**Clock nets**

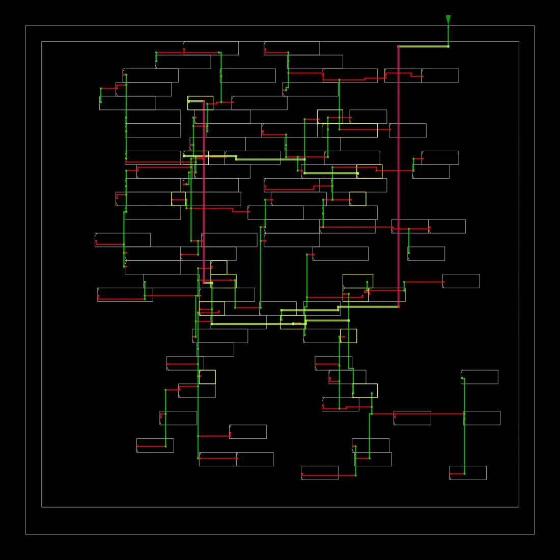
**Register map, names as in the netlist**

Bar = 20 µm.
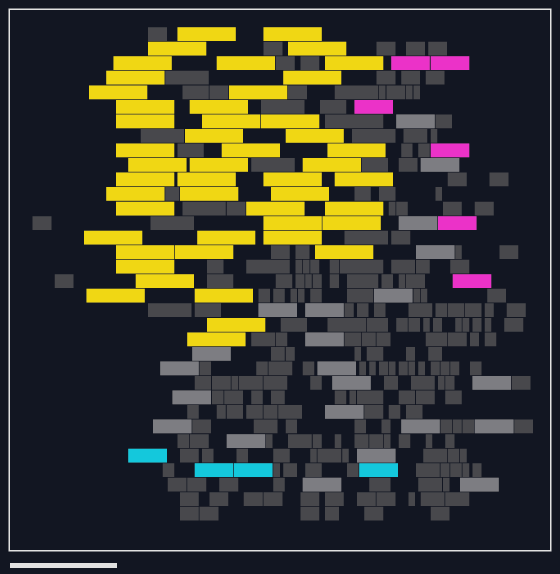
**Routed metal, one color a layer**

Two of the layers only.
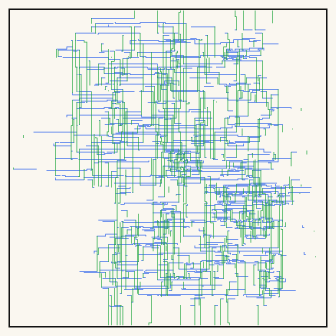
==> config.mk <==
export PLATFORM = sky130hd
export DESIGN_NAME = fifo_fc
export DESIGN_NICKNAME = d
export VERILOG_FILES = /design/src/rtl/fc_pkg.sv /design/src/rtl/fifo_mem.sv /design/src/rtl/fifo_fc.sv
export SDC_FILE = /design/constraint.sdc
export NUM_CORES = 1
export LEC_CHECK = 0
export CORE_MARGIN = 3
export CORE_UTILIZATION = 40
export DETAILED_ROUTE_END_ITERATION = 8
export PLACE_DENSITY = 0.68
export SLEW_MARGIN = 10
export SYNTH_ARGS = -nofsm -noshare
export SYNTH_HDL_FRONTEND = slang
export SYNTH_SLANG_ARGS = --single-unit
==> constraint.sdc <==
create_clock -name clk -period 10.8 [get_ports clk]
set_input_delay 1.62 -clock clk [delete_from_list [all_inputs] [get_ports clk]]
set_output_delay 1.62 -clock clk [all_outputs]
set_load 0.05 [all_outputs]
==> design notes <==
The run finished with clean final reports. At floorplan, the net count of the design was reported as 311. Per the synthesis report, the adder-cell share of the synthesized area is 5.88%. The worst-case hold slack is 472 ps, and the worst supply voltage drop on vdd is 0.0529 mV. The insertion delay of the later-clocked pin in the worst-skew pair was 340 ps; the tally of yosys warning messages was 0.

The xor/xnor share of the synthesized area is 1.70%, and the number of I/O pins is 32. For this run, asynchronously set or reset flops after synthesis account for 0%. Per the cell usage report, the commonest logic cell in the layout is edfxtp_1. The tools report the area enclosed by the die boundary as 10200 µm². The run gives 5900 ps for the final critical-path setup slack. The run gives 0 as the count of antenna-violating nets left after detailed routing.

With the number of cells in the yosys synthesis report at 274, the critical path depth in cells is 15. The count of buffers added on input and output ports is 31. The first routing iteration left 98 violations. The most frequent cell on the critical path is o21a_1.

The final weighted congestion recorded by global placement is 0.837. The area share of and-or/or-and cells after synthesis was 8.24%. The horizontal die size is 101 µm. Area of the core: 8760 µm². Largest family of logic cells by area: simple AND/OR/NAND/NOR gates.

With the reg-to-reg setup timing slack at 6950 ps, the final-layout setup total negative slack is 0 ps. The cts-stage hold buffer count is 0, and the max-cap check violation count is 0. After layout, the design draws a total of 597 µW.

According to the finish report, the design has a final net count of 343. The fraction of final layout cells sized beyond drive strength 1 came out at 10.6%. From bottom edge to top edge, the die measures 101 µm.
## Picture notes: 'clock nets'
Clock Skew: 8.46 ps
clock buffer count: 9
CTS buffer count: 9

## Picture notes: 'register map, names as in the netlist'
color	signal	sequential cells
yellow	u_mem.mem_q	48
cyan	hi_q	4
magenta	u_mem.rd_data_o	6
not colored	22
P_seq: 327 µW
storage element area: 2080 µm²
sequential share of cell area: 49.2%

## Picture notes: 'routed metal, one color a layer'
color	layer	wire length
green	M2	3090 µm
blue	M1	3180 µm
combined global-route utilization of all metal layers: 13.8%
Post-Route WL: 6570 µm
routed wirelength normalized by instance count: 15.7 µm
via total after detailed routing: 2204

-- cell usage after synthesis (all sizes together), types with 2 or more instances --
master | count | area [µm²]
a211o | 2 | 17.5
nand2b | 6 | 37.5
dfxtp | 32 | 641
nand2 | 21 | 78.8
o21a | 3 | 22.5
mux4 | 12 | 270
mux2i | 15 | 150
o31ai | 2 | 15.0
and3 | 4 | 25.0
a21boi | 2 | 15.0
nand3 | 6 | 30.0
a21oi | 5 | 25.0
inv | 8 | 30.0
nor2b | 15 | 93.8
a21o | 2 | 15.0
a41o | 2 | 20.0
xnor2 | 4 | 35.0
and2 | 11 | 71.3
ha | 17 | 213
nor3 | 7 | 35.0
o21ai | 7 | 35.0
clkbuf | 8 | 30.0
buf | 3 | 20.0
edfxtp | 48 | 1440
xor2 | 3 | 26.3
nor2 | 10 | 37.5
o211a | 6 | 60.1
-- power groups by stage --
stage / logic [mW] / clock network [mW] / registers (mW)
after floorplan: 0.0210 / 0 / 0.337
after global placement: 0.0391 / 0 / 0.334
after detailed placement: 0.0399 / 0 / 0.334
after CTS: 0.0401 / 0.236 / 0.327
after global routing: 0.0445 / 0.250 / 0.328
final: 0.0396 / 0.230 / 0.327
-- cell type report --
cell class	count	area, µm²
repair buffers	32	318
flip-flops and latches	80	2080
clock buffers	9	124
multi-input cells	175	1450
fillers	785	4530
inverters	8	30.0
clock inverters	7	88.8
well taps	108	135
-- layer usage --
layer / share of wire [%] / vias up / track usage [%]
met2: 47 / 32 / 20.2
met1: 48 / 1085 / 20.0
met5: 0 / - / 0
met4: 1.3 / 0 / 4.91
met3: 3.3 / 5 / 3.18
li1: - / 1082 / -
-- worst register-to-register path: stages, from the launching register on --
cell      delay (ps)
dfxtp_1          350
inv_1            110
ha_1             280
nand2_1          160
a21oi_1          360
inv_1            110
ha_1             290
nor2b_1          390
nor2_1            80
a41o_1           210
a211o_1          280
inv_1            120
ha_1             260
o21a_1           110
o21a_1           170
o21a_1           160
o311ai_0         300
-- cells by family after synthesis --
logic type,after synthesis
AND-OR/OR-AND,38
XOR/XNOR,7
adder cells (fa/ha/maj),17
buffers and inverters,19
flip-flops,80
multiplexers,28
AND/OR/NAND/NOR,85
Power figures rest on the tool's default switching activity, not on a simulated workload.
